## src/rtl/pulse_level_gen.sv

```systemverilog
// Rebuilds level waveforms from single-cycle rise/fall pulses and produces a
// programmable-length one-shot level from a stretch pulse.
module pulse_level_gen #(
    parameter int CNT_W  = 8,
    parameter bit RETRIG = 1'b1
) (
    input  logic             clk,
    input  logic             rst,
    input  logic             rise_pulse,
    input  logic             fall_pulse,
    input  logic             stretch_pulse,
    input  logic [CNT_W-1:0] stretch_len,
    output logic             level,
    output logic             busy,
    output logic             done,
    output logic             conflict
);

    typedef enum logic [1:0] {
        ST_LOW  = 2'd0,
        ST_HOLD = 2'd1,
        ST_SHOT = 2'd2
    } state_t;

    state_t           state_q, state_d;
    logic [CNT_W-1:0] cnt_q, cnt_d;
    logic             done_q, done_d;
    logic             conflict_q, conflict_d;

    logic             len_nonzero;
    logic             both_pulses;

    assign len_nonzero = (stretch_len != '0);
    assign both_pulses = rise_pulse & fall_pulse;

    always_ff @(posedge clk or posedge rst) begin
        if (rst) begin
            state_q    <= ST_LOW;
            cnt_q      <= '0;
            done_q     <= 1'b0;
            conflict_q <= 1'b0;
        end else begin
            state_q    <= state_d;
            cnt_q      <= cnt_d;
            done_q     <= done_d;
            conflict_q <= conflict_d;
        end
    end

    // A rise+fall collision is dropped as a request, but a running one-shot
    // still advances that cycle so its length is not disturbed.
    always_comb begin
        state_d    = state_q;
        cnt_d      = cnt_q;
        done_d     = 1'b0;
        conflict_d = both_pulses;

        unique case (state_q)
            ST_LOW: begin
                if (!both_pulses) begin
                    if (fall_pulse) begin
                        state_d = ST_LOW;
                    end else if (rise_pulse) begin
                        state_d = ST_HOLD;
                    end else if (stretch_pulse && len_nonzero) begin
                        state_d = ST_SHOT;
                        cnt_d   = stretch_len;
                    end
                end
            end

            ST_HOLD: begin
                if (!both_pulses && fall_pulse) begin
                    state_d = ST_LOW;
                end
            end

            ST_SHOT: begin
                if (!both_pulses && fall_pulse) begin
                    state_d = ST_LOW;
                    cnt_d   = '0;
                end else if (!both_pulses && rise_pulse) begin
                    state_d = ST_HOLD;
                    cnt_d   = '0;
                end else if (!both_pulses && stretch_pulse && RETRIG && len_nonzero) begin
                    cnt_d = stretch_len;
                end else if (cnt_q == CNT_W'(1)) begin
                    state_d = ST_LOW;
                    cnt_d   = '0;
                    done_d  = 1'b1;
                end else begin
                    cnt_d = cnt_q - CNT_W'(1);
                end
            end

            default: begin
                state_d = ST_LOW;
                cnt_d   = '0;
            end
        endcase
    end

    assign level    = (state_q != ST_LOW);
    assign busy     = (state_q == ST_SHOT);
    assign done     = done_q;
    assign conflict = conflict_q;

endmodule

```

## config.mk

```make
export PLATFORM = sky130hd
export DESIGN_NAME = pulse_level_gen
export DESIGN_NICKNAME = d
export VERILOG_FILES = /design/src/rtl/pulse_level_gen.sv
export SDC_FILE = /design/constraint.sdc
export NUM_CORES = 1
export LEC_CHECK = 0
export ABC_AREA = 1
export ABC_CLOCK_PERIOD_IN_PS = 2400
export CORE_MARGIN = 5
export CORE_UTILIZATION = 31
export DETAILED_ROUTE_END_ITERATION = 10
export PLACE_DENSITY = 0.48
export SKIP_CTS_REPAIR_TIMING = 1
export SLEW_MARGIN = 20
export SYNTH_ARGS = -nofsm -noshare
export SYNTH_HDL_FRONTEND = slang
export SYNTH_SLANG_ARGS = --single-unit
```

## constraint.sdc

```tcl
create_clock -name clk -period 2.4 [get_ports clk]
set_input_delay 0.48 -clock clk [delete_from_list [all_inputs] [get_ports clk]]
set_output_delay 0.48 -clock clk [all_outputs]
set_load 0.005 [all_outputs]
```

run_1/io_fan.png
(8 px per um)
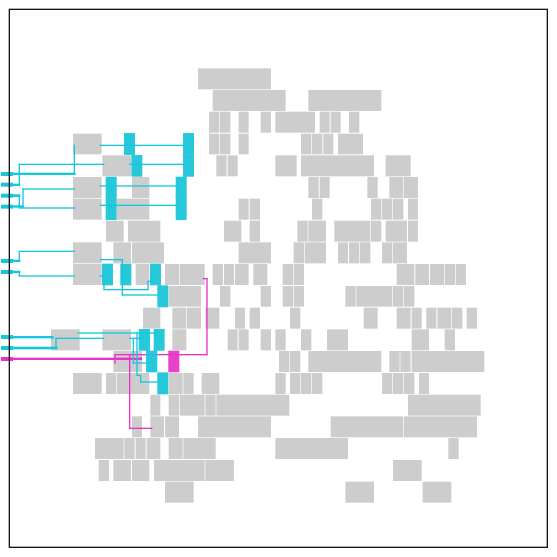
[cyan] stretch_len | direction: input | edge: left | end cells: 16 | buffers: 8 | wire: 164 um
[magenta] level | direction: output | edge: left | end cells: 1 | buffers: 1 | wire: 50.5 um
number of I/O pins: 17
IO buf count: 16

run_1/placement_by_type.png
(4 px per um)
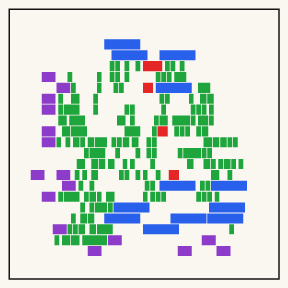
[purple] remaining buffers and delay cells | cells: 16 | share of their area: 13%
[blue] sequential cells | cells: 12 | share of their area: 25%
[red] clock drivers and dummy loads | cells: 4 | share of their area: 3.0%
[green] combinational and other logic | cells: 146 | share of their area: 59%
Design Area, Final: 1260 um^2
row cnt: 20
flop share of the area: 0.238
core area: 3080 um^2
Finished Core Util: 0.410

==> impl_metrics.toml, run 1 <==
# physical design summary
[final_layout]
top_regs = "cnt_q: 8 flops, state_q: 2 flops"
nNetsFinal = 194
num-nonclk-buffers = 16
nClkBuffers = 4
clk_share = 0.0288
most-common-layout-cells = "61 x nand2_1, 21 x inv_1, 16 x clkdlybuf4s50_1, 13 x nand3_1"
nFillCells = 344
seq_cells = 12
top_register = "cnt_q"
drive_gt1_frac = 0.152
inverters_excl_clock = 27
bufAreaShareNonClock = 0.127
comb_area_share = 0.481
logic_gates = 119
largest_cell_class = "logic gates"
mostFrequentLayoutCell = "nand2_1"

[timing]
setup_slack_ps = 307
setup_viol = 0
rsz0062_at_grt = "no"
fin_hold_ws_ps = 513
tns_ps = 0
period_needed_ps = 2090
max_freq_mhz = 478
period_used_share = 0.872
tightestPinTransition_ps = 449

[critical_path]
path_class = "reg2out"
crit_start = "state_q[0]$_DFFE_PP0P_"
cp_data_arrival_time_ps = 1610
critical_path_buf_inv_count = 2
path_max_fanout = 5
crit_slowest_cell = "clkdlybuf4s50_1"
crit_cells = 3
crit_chain = "nor2_1, inv_1, clkdlybuf4s50_1"
cp_top_family = "buffers and inverters"
required_ps = 1920
crit_path_end_kind = "primary output"
crit_path_start_kind = "flop"
reg2reg_slack_ps = 720
endpoint = "level"
r2r_end = "cnt_q[6]$_DFFE_PP0P_"
rr_worst_depth = 11

[clock_tree]
root_buffer = "clkbuf_4"
clk_latency_ps = 270
cts_tree = "yes"
cts_max_level = 1
clockBufferDepth = 2
path_clk_slew_ps = 80

[yosys]
yosysCellCount = 158
synthTopLogicFamily = "simple AND/OR/NAND/NOR gates"
ys_types = 22
yosysMostFrequentCell = "nand2_1"
yosys.area.top_type_share = 0.297
syn_area_um2 = 1010
yosysTopAreaCell = "dfrtp_1"
ys_chip_area_um2 = 1010
synth-compound-area-share = 0.0496
simple_gate_share = 0.509
syn-num-nets = 173
ff_type = "dfrtp_1"
synthTopCellsByCount = "61 x nand2_1, 21 x inv_1, 13 x nand3_1"
synthTopCellsByArea = "dfrtp_1 30%, nand2_1 23%, inv_1 7.8%"
edf_count = 0
syn_avg_cell_area_um2 = 6.39
mux_area_frac = 0

[routing]
drc = 0
num_vias = 962
drtIter0Drc = 65
first_pass_iters = 4
via_per_inst = 4.33
wl_per_cell_um = 10.6

[die]
floorplan.core_util = 0.328
die_area_um2 = 4500
num_tap_cells = 44
fp.dieH_um = 67.1

[run_status]
status = "finished clean"

[grt]
track_usage = 0.124
grt_pass1_wl_mm = 4.20
antenna_found_initial = 0

[power_and_ir_drop]
leakagePower_nw = 0.693
p_comb_frac = 0.513
power.total_mw = 1.11
clock_power_share = 0.143
pwr-share-seq = 0.344
swShare = 0.467

[placement]
place_inst = 218
hpwl_mm = 1.93
place_congestion = 0.804

[run]
timing.max_cap.violations = 0
tool_warnings = 27
run_1/clocks.png
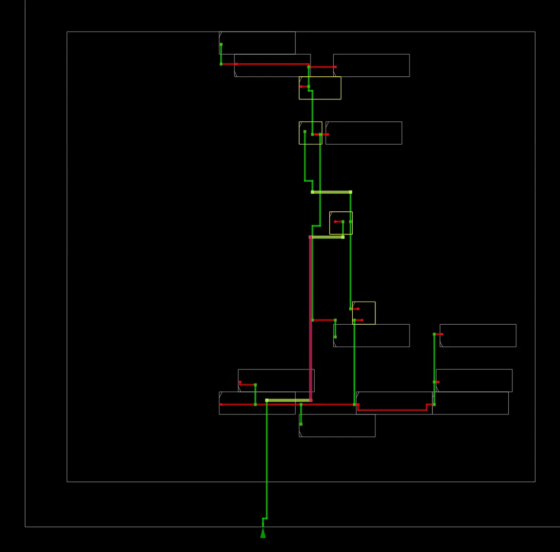
CTS Sinks: 12
Clock group: 159 uW
CTS Buf Count: 3
Worst Skew: 0.436 ps

run_1/layer_met3.png
(6 px per um) Cells faint in the background.
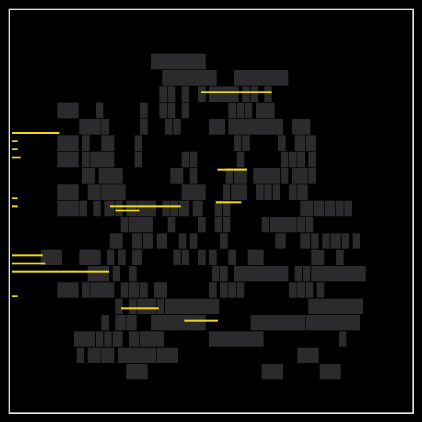
share of all routed wire: 3.6%
nets with wire on the layer: 16
main direction: horizontal
longest straight run: 15.9 um
wire length on this layer: 84.6 um
routed wire length: 2.36 mm
met3 GRT Util: 0.0152

## run 1: power by group through the flow
stage | registers (mW) | logic, mW | clock network (mW)
2_1_floorplan | 0.354 | 0.439 | 0
3_3_place_gp | 0.388 | 0.576 | 0
3_5_place_dp | 0.386 | 0.571 | 0
4_1_cts | 0.384 | 0.576 | 0.167
5_1_grt | 0.394 | 0.681 | 0.178
6_report | 0.384 | 0.571 | 0.159
## run 1: per-layer routing
| metal | vias up | part of all wire | track usage |
|---|---|---|---|
| met1 | 418 | 0.53 | 0.188 |
| met2 | 22 | 0.43 | 0.167 |
| met4 | 0 | 0.0081 | 0.0608 |
| met5 | - | 0 | 0 |
| li1 | 520 | - | - |
| met3 | 2 | 0.036 | 0.0152 |
==> run 2, diff against run 1 <==
- CTS_BUF_LIST: not set -> sky130_fd_sc_hd__clkbuf_4 sky130_fd_sc_hd__clkbuf_8
run_2/clocks.png
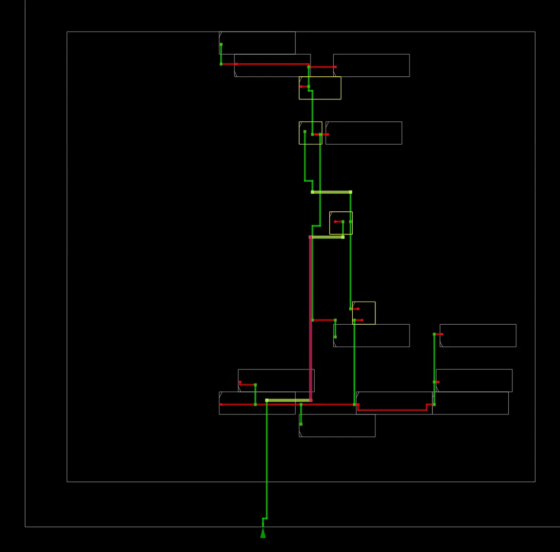
clk latency late pin: 270 ps
clkbuf count: 4
Seq Cell Count: 12

run_2/io_fan.png
(8 px per um)
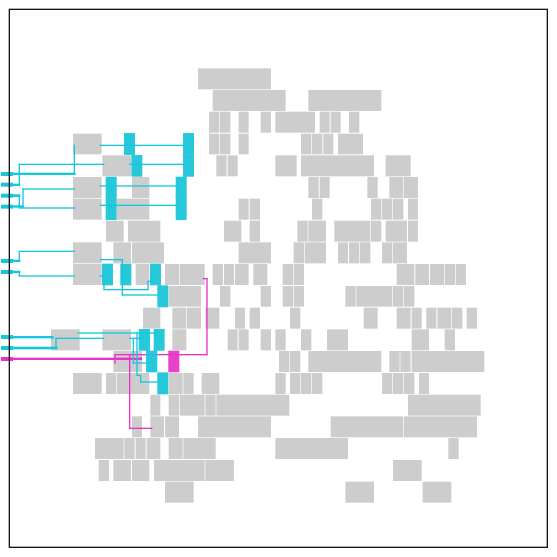
[magenta] level | direction: output | edge: left | end cells: 1 | buffers: 1 | wire: 50.5 um
[cyan] stretch_len | direction: input | edge: left | end cells: 16 | buffers: 8 | wire: 164 um

==> run 2 against run 1 <==
  * Setup slack stayed put
  * Global-route usage stayed put
  * Critical path type unchanged
  * Register-to-register slack hardly changed
  * Power stayed put
  * Via count stayed put
==> impl_metrics.toml, run 2 <==
# physical design summary
[routing]
finalWirelength_mm = 2.36
met2WireLength_mm = 1.01
wl_met3_um = 84
m1WireLength_mm = 1.24
drtIter0Drc = 65
routed.top_layer = "met4"
num_vias = 962
drc = 0
wl_per_cell_um = 10.6
via_per_inst = 4.33
first_pass_iters = 4

[yosys]
mux_area_frac = 0
syn_avg_cell_area_um2 = 6.39
synthTopLogicFamily = "simple AND/OR/NAND/NOR gates"
yosysTopAreaCell = "dfrtp_1"
ff_type = "dfrtp_1"
yosys.area.top_type_share = 0.297
synthTopCellsByArea = "dfrtp_1 30%, nand2_1 23%, inv_1 7.8%"
ys_chip_area_um2 = 1010
synthTopCellsByCount = "61 x nand2_1, 21 x inv_1, 13 x nand3_1"
edf_count = 0
syn_area_um2 = 1010
synth-compound-area-share = 0.0496

[critical_path]
cp_top_family = "buffers and inverters"
required_ps = 1920
path_class = "reg2out"
cp_data_arrival_time_ps = 1610
crit_path_end_kind = "primary output"
critical_path_buf_inv_count = 2

[power_and_ir_drop]
power.total_mw = 1.11
top_power_group = "combinational logic"
comb_cell_power_uw = 571
pwr-share-seq = 0.344
swShare = 0.467
p_clk_uw = 159
powerSeq_uw = 384
clock_power_share = 0.143
p_comb_frac = 0.513

[timing]
finClkSkew_ps = 0.436
period_used_share = 0.872
tns_ps = 0
rsz0062_at_grt = "no"
tightestPinTransition_ps = 449
setup_viol = 0
max_freq_mhz = 478

[grt]
met3_usage = 0.0152
met1_usage = 0.188
gr-usage-met2 = 0.167
busiest_layer = "met1"
grt_pass1_wl_mm = 4.20

[run]
timing.max_cap.violations = 0

[clock_tree]
clockBufferDepth = 2
numCtsBuffers = 3
cts_max_level = 1
root_buffer = "clkbuf_4"
cts_tree = "yes"
cts_sinks = 12

[final_layout]
nFillCells = 344
fin_util = 0.410
inverters_excl_clock = 27
top_register = "cnt_q"
mostFrequentLayoutCell = "nand2_1"
comb_area_share = 0.481
drive_gt1_frac = 0.152
design_area_um2 = 1260
top_regs = "cnt_q: 8 flops, state_q: 2 flops"
logic_gates = 119
num-nonclk-buffers = 16
largest_cell_class = "logic gates"

[die]
rows = 20
fp.coreArea_um2 = 3080
num_tap_cells = 44
floorplan.core_util = 0.328
fp.dieH_um = 67.1
io_pins = 17

[placement]
portBuffers = 16
place_congestion = 0.804
place_inst = 218
hpwl_mm = 1.93

[run_status]
status = "finished clean"
run 2: cell counts in the layout (fill, tap and decap cells not counted):
Identical to the previous run, type by type.
run 2: worst paths after layout:
kind,from,cells after the start,slack [ps],end
max,state_q[0]$_DFFE_PP0P_,3,310,level
min,rst,2,510,cnt_q[7]$_DFFE_PP0P_
max reg2reg,cnt_q[0]$_DFFE_PP0P_,11,720,cnt_q[6]$_DFFE_PP0P_
min reg2reg,cnt_q[1]$_DFFE_PP0P_,2,520,cnt_q[1]$_DFFE_PP0P_
max in group asynchronous,rst,2,1580,cnt_q[2]$_DFFE_PP0P_
min in group clk,cnt_q[1]$_DFFE_PP0P_,2,520,cnt_q[1]$_DFFE_PP0P_
==> run 3, diff against run 2 <==
- CTS_CLUSTER_DIAMETER: not set -> 200
- REMOVE_ABC_BUFFERS: not set -> 1
run_3/clk_routes.png
(8 px per um)
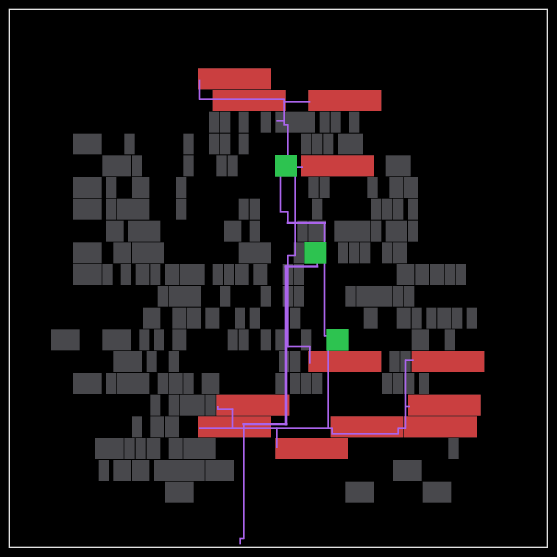
[green] clock drivers | count: 3
[purple] clock wires | length: 186 um
[red] flip-flops | count: 12
routed clock nets: 4
Clock power frac: 0.143

run_3/placement_by_type.png
(4 px per um)
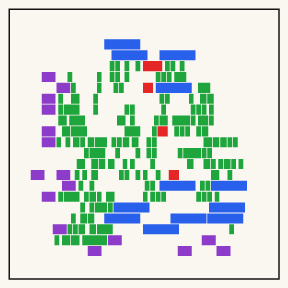
[red] clock drivers and dummy loads | cells: 4 | share of their area: 3.0%
[purple] remaining buffers and delay cells | cells: 16 | share of their area: 13%
[blue] sequential cells | cells: 12 | share of their area: 25%
[green] combinational and other logic | cells: 146 | share of their area: 59%

==> run 3 against run 2 <==
  * Flip-flop count stayed put
  * Sequential share of layout area stayed put
  * Core utilization stayed put
  * Synthesized cell count stayed put
  * Final cell count stayed put
  * Critical path type unchanged
  * Highest routed layer unchanged
==> impl_metrics.toml, run 3 <==
# physical design summary
[final_layout]
logic_gates = 119
num-nonclk-buffers = 16
nFillCells = 344
largest_cell_class = "logic gates"
design_area_um2 = 1260
drive_gt1_frac = 0.152
fin_util = 0.410
nClkBuffers = 4
top_regs = "cnt_q: 8 flops, state_q: 2 flops"
inverters_excl_clock = 27

[routing]
wl_met3_um = 84
first_pass_iters = 4
drc = 0
drtIter0Drc = 65
met2WireLength_mm = 1.01
routed.top_layer = "met4"
finalWirelength_mm = 2.36
m1WireLength_mm = 1.24
num_vias = 962

[placement]
place_congestion = 0.804
place_inst = 218
hpwl_mm = 1.93

[timing]
finClkSkew_ps = 0.436
tightestPinTransition_ps = 449
period_used_share = 0.872
tns_ps = 0
max_freq_mhz = 478
rsz0062_at_grt = "no"
setup_viol = 0

[run_status]
status = "finished clean"

[clock_tree]
clockBufferDepth = 2
cts_max_level = 1
clk_latency_ps = 270
cts_tree = "yes"
root_buffer = "clkbuf_4"
numCtsBuffers = 3
cts_sinks = 12

[power_and_ir_drop]
pwr-share-seq = 0.344
comb_cell_power_uw = 571
powerSeq_uw = 384
p_clk_uw = 159
swShare = 0.467

[grt]
gr-usage-met2 = 0.167
met1_usage = 0.188
grt_pass1_wl_mm = 4.20
busiest_layer = "met1"

[die]
fp.coreArea_um2 = 3080
floorplan.core_util = 0.328
num_tap_cells = 44
fp.dieH_um = 67.1
rows = 20
io_pins = 17

[critical_path]
critical_path_buf_inv_count = 2
path_class = "reg2out"
crit_cells = 3
crit_path_end_kind = "primary output"
r2r_end = "cnt_q[6]$_DFFE_PP0P_"
crit_start = "state_q[0]$_DFFE_PP0P_"
required_ps = 1920
cp_top_family = "buffers and inverters"
endpoint = "level"

[yosys]
mux_area_frac = 0
ff_type = "dfrtp_1"
yosysTopAreaCell = "dfrtp_1"
yosys.area.top_type_share = 0.297
syn_area_um2 = 1010
synthTopLogicFamily = "simple AND/OR/NAND/NOR gates"
syn_avg_cell_area_um2 = 6.39
ys_chip_area_um2 = 1010
synth-compound-area-share = 0.0496
synthTopCellsByCount = "61 x nand2_1, 21 x inv_1, 13 x nand3_1"
edf_count = 0
synthTopCellsByArea = "dfrtp_1 30%, nand2_1 23%, inv_1 7.8%"

[run]
timing.max_cap.violations = 0
[run 3: cell counts in the layout (fill, tap and decap cells not counted)]
No cell type changed its count.
[run 3: how the worst min path moves through the flow]
stage,startpoint,to,cells after the start
6_report,rst,cnt_q[7]$_DFFE_PP0P_,2
5_1_grt,cnt_q[1]$_DFFE_PP0P_,cnt_q[1]$_DFFE_PP0P_,2
4_1_cts,cnt_q[1]$_DFFE_PP0P_,cnt_q[1]$_DFFE_PP0P_,2
3_5_place_dp,cnt_q[1]$_DFFE_PP0P_,cnt_q[1]$_DFFE_PP0P_,2
3_3_place_gp,cnt_q[1]$_DFFE_PP0P_,cnt_q[1]$_DFFE_PP0P_,2
2_1_floorplan,rst,cnt_q[0]$_DFFE_PP0P_,1
No activity file was given, so power comes from the tool's default toggle rates.
